==> src/rtl/fifo_param_pkg.sv <==
// fifo_param shared definitions
// default geometry and read-mode constants
package fifo_param_pkg;

  localparam int DATA_WIDTH_DEF = 4;
  localparam int ADDR_WIDTH_DEF = 3;

  localparam int FIFO_STD  = 0;
  localparam int FIFO_FWFT = 1;

endpackage

==> src/rtl/fifo_mem.sv <==
// fifo storage array
// sync write port, async read port
module fifo_mem
  import fifo_param_pkg::*;
#(
  parameter int DATA_WIDTH = DATA_WIDTH_DEF,
  parameter int ADDR_WIDTH = ADDR_WIDTH_DEF
) (
  input  logic                  clk,
  input  logic                  we,
  input  logic [ADDR_WIDTH-1:0] waddr,
  input  logic [DATA_WIDTH-1:0] wdata,
  input  logic [ADDR_WIDTH-1:0] raddr,
  output logic [DATA_WIDTH-1:0] rdata
);

  localparam int DEPTH = 2**ADDR_WIDTH;

  logic [DATA_WIDTH-1:0] mem [DEPTH];

  // contents are deliberately not reset
  always_ff @(posedge clk) begin
    if (we) begin
      mem[waddr] <= wdata;
    end
  end

  assign rdata = mem[raddr];

endmodule

==> src/rtl/fifo_param.sv <==
// parametrised single-clock fifo
// thresholds, sticky errors, optional fwft
module fifo_param
  import fifo_param_pkg::*;
#(
  parameter int DATA_WIDTH = DATA_WIDTH_DEF,
  parameter int ADDR_WIDTH = ADDR_WIDTH_DEF,
  parameter int FWFT       = FIFO_STD
) (
  input  logic                  clk,
  input  logic                  rst,
  input  logic                  wr_en,
  input  logic                  rd_en,
  input  logic [DATA_WIDTH-1:0] DataIn,
  input  logic [ADDR_WIDTH:0]   af_thr,
  input  logic [ADDR_WIDTH:0]   ae_thr,
  input  logic                  clr_err,
  output logic [DATA_WIDTH-1:0] DataOut,
  output logic                  valid,
  output logic                  full,
  output logic                  empty,
  output logic                  almostFull,
  output logic                  almostEmpty,
  output logic                  overflow,
  output logic                  underflow,
  output logic [ADDR_WIDTH:0]   fifo_counter
);

  localparam int DEPTH = 2**ADDR_WIDTH;

  localparam logic [ADDR_WIDTH:0] DEPTH_V =
    (ADDR_WIDTH+1)'(DEPTH);
  localparam logic [ADDR_WIDTH-1:0] PTR_ONE =
    ADDR_WIDTH'(1);
  localparam logic [ADDR_WIDTH:0] CNT_ONE =
    (ADDR_WIDTH+1)'(1);

  logic [ADDR_WIDTH-1:0] wr_ptr;
  logic [ADDR_WIDTH-1:0] rd_ptr;
  logic [ADDR_WIDTH:0]   cnt;
  logic [DATA_WIDTH-1:0] rdata;
  logic                  wr_acc;
  logic                  rd_acc;
  logic                  ovf_set;
  logic                  unf_set;

  // flags straight off the registered count
  assign full        = (cnt == DEPTH_V);
  assign empty       = (cnt == '0);
  assign almostFull  = (cnt >= af_thr);
  assign almostEmpty = (cnt <= ae_thr);
  assign fifo_counter = cnt;

  // a read frees a slot for a write when full
  assign wr_acc  = wr_en & (~full | rd_en);
  assign rd_acc  = rd_en & ~empty;
  assign ovf_set = wr_en & full & ~rd_en;
  assign unf_set = rd_en & empty;

  fifo_mem #(
    .DATA_WIDTH (DATA_WIDTH),
    .ADDR_WIDTH (ADDR_WIDTH)
  ) u_mem (
    .clk   (clk),
    .we    (wr_acc),
    .waddr (wr_ptr),
    .wdata (DataIn),
    .raddr (rd_ptr),
    .rdata (rdata)
  );

  // pointers wrap naturally at DEPTH
  always_ff @(posedge clk or negedge rst) begin
    if (!rst) begin
      wr_ptr <= '0;
      rd_ptr <= '0;
    end else begin
      if (wr_acc) begin
        wr_ptr <= wr_ptr + PTR_ONE;
      end
      if (rd_acc) begin
        rd_ptr <= rd_ptr + PTR_ONE;
      end
    end
  end

  // occupancy: simultaneous accept holds
  always_ff @(posedge clk or negedge rst) begin
    if (!rst) begin
      cnt <= '0;
    end else begin
      unique case (1'b1)
        (wr_acc & ~rd_acc): cnt <= cnt + CNT_ONE;
        (rd_acc & ~wr_acc): cnt <= cnt - CNT_ONE;
        default:            cnt <= cnt;
      endcase
    end
  end

  // sticky errors, new error beats clear
  always_ff @(posedge clk or negedge rst) begin
    if (!rst) begin
      overflow  <= 1'b0;
      underflow <= 1'b0;
    end else begin
      overflow  <= ovf_set | (overflow & ~clr_err);
      underflow <= unf_set | (underflow & ~clr_err);
    end
  end

  if (FWFT == FIFO_FWFT) begin : g_fwft
    assign DataOut = empty ? '0 : rdata;
    assign valid   = ~empty;
  end else begin : g_std
    logic [DATA_WIDTH-1:0] dout_q;
    logic                  valid_q;

    // registered read, held between reads
    always_ff @(posedge clk or negedge rst) begin
      if (!rst) begin
        dout_q  <= '0;
        valid_q <= 1'b0;
      end else begin
        valid_q <= rd_acc;
        if (rd_acc) begin
          dout_q <= rdata;
        end
      end
    end

    assign DataOut = dout_q;
    assign valid   = valid_q;
  end

endmodule

==> config.mk <==
export PLATFORM = sky130hd
export DESIGN_NAME = fifo_param
export DESIGN_NICKNAME = d
export VERILOG_FILES = /design/src/rtl/fifo_param_pkg.sv /design/src/rtl/fifo_mem.sv /design/src/rtl/fifo_param.sv
export SDC_FILE = /design/constraint.sdc
export NUM_CORES = 1
export LEC_CHECK = 0
export ABC_CLOCK_PERIOD_IN_PS = 2400
export CORE_UTILIZATION = 49
export DETAILED_ROUTE_END_ITERATION = 16
export PLACE_DENSITY = 0.85
export SYNTH_ARGS = -nofsm -noshare
export SYNTH_HDL_FRONTEND = slang
export SYNTH_SLANG_ARGS = --single-unit
==> constraint.sdc <==
create_clock -name clk -period 2.4 [get_ports clk]
set_input_delay 0.48 -clock clk [delete_from_list [all_inputs] [get_ports clk]]
set_output_delay 0.48 -clock clk [all_outputs]
set_load 0.02 [all_outputs]
Met1 routing:
Scale bar: 20 microns. Supply wires on this layer in gray.
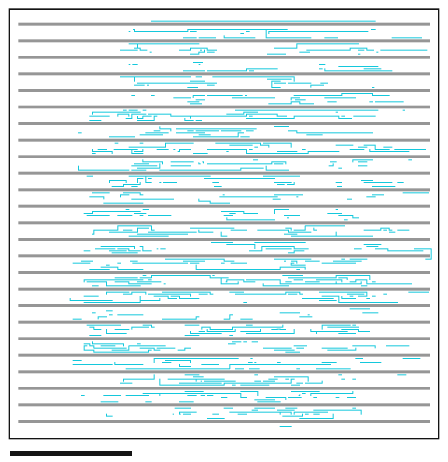
228 nets have wire on it. The longest straight run is 36.8 microns. The wires run mostly horizontal. The layer carries 1900 microns of wire. The layer holds 42% of the routed length.

Metal 3:
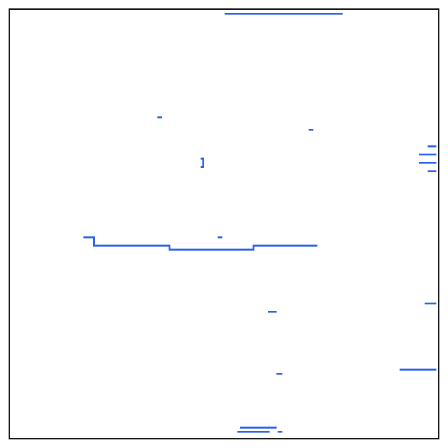
The longest straight run is 19.1 microns. The layer holds 2.0% of the routed length. 12 nets have wire on it.
WL final: 4526 microns
M3 GR Usage: 0.03896
via count: 1440

Routing congestion:
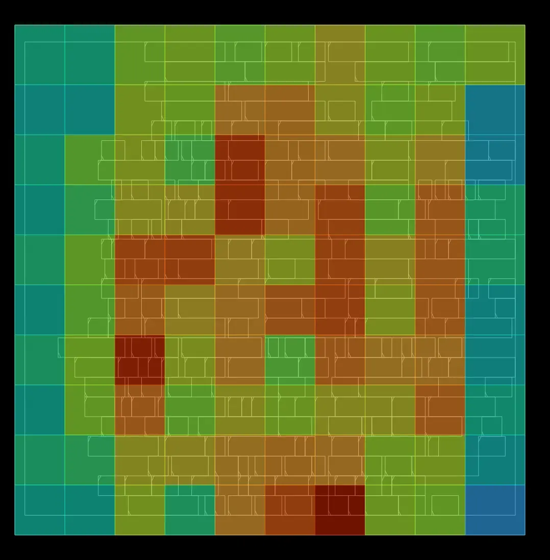
utilization after layout: 0.6763
M1 GR Usage: 0.2397

==> impl_metrics.py <==
# Physical implementation metrics
metrics = {
    "status": {
        "status": "finished, final reports clean",
    },
    "yosys": {
        "aoi_share": 0.05085,
        "xor_share": 0.03445,
        "avgSynthCellArea_sq_um": 14.13,
        "ys_top_logic_family": "multiplexers",
        "netlist_area_sq_um": 2288,
        "top_cells_by_area": "edfxtp_1, dfrtp_1, ha_1",
        "synthSimpleGateAreaFrac": 0.08147,
        "yosys-top-cells-count": "edfxtp_1, dfrtp_1, mux2i_1",
        "synth-edff-count": 32,
        "yosysWarningCount": 0,
        "ys_seq_frac": 0.6058,
    },
    "detailed_routing": {
        "wl_per_cell_microns": 16.64,
        "wl_met3_microns": 90,
        "firstDrtPassIters": 4,
        "first_iter_violations": 92,
    },
    "timing": {
        "finalSetupTns_ps": 0,
        "worst_slew_pin_slew_ps": 396.0,
        "slew_viol_final": 0,
        "fin_crit_sh": 0.9955,
        "post-route-min-period_ps": 2389,
        "clock_skew_ps": 8.633,
        "setup_ws_ps": 10.82,
        "setup_viol": 0,
    },
    "setup_path": {
        "path_delay_family": "buffers and inverters",
        "critPathRequiredTime_ps": 1920,
        "worst_r2r_endpoint": "fifo_counter[3]$_DFFE_PN0P_",
        "path_max_fanout": 1,
        "cp-endpoint": "almostFull",
        "setup.worst_path.class": "primary input to output pin",
        "endpoint_kind": "output pin",
    },
    "pwr": {
        "p_seq_mw": 1.31,
        "p_per_area_nw_per_um2": 1161,
        "comb_power_mw": 1.57,
        "combPwrFrac": 0.453,
        "power_frac_clock": 0.169,
        "switching_share": 0.3481,
        "seqPwrFrac": 0.377,
        "power_leader": "combinational cells",
    },
    "floorplan": {
        "row_count": 24,
        "core_area_sq_um": 4414,
    },
    "final_layout": {
        "nets": 249,
        "final_cell_mix": "edfxtp_1, clkdlybuf4s50_1, buf_4",
        "largest_class": "flip-flops and latches",
        "inv_count": 13,
        "largest-register": "u_mem.mem",
        "comb_cells": 96,
        "layout.cells.most_common": "edfxtp_1",
    },
    "global_routing": {
        "antenna_found_initial": 0,
        "grt_pass1_wl_microns": 7417,
        "grt_use_met2": 0.3460,
    },
    "placed_design": {
        "dp_hpwl_microns": 3237,
        "place_area_sq_um": 2785,
        "placed_cells": 260,
    },
    "min_path": {
        "min-delay-start": "DataOut[2]$_DFFE_PN0P_",
        "hold_path_class": "flop to flop",
    },
    "clock_tree": {
        "insertion_delay_ps": 300,
        "clockBufferDepth": 2,
    },
}
Power figures rest on the tool's default switching activity, not on a simulated workload.
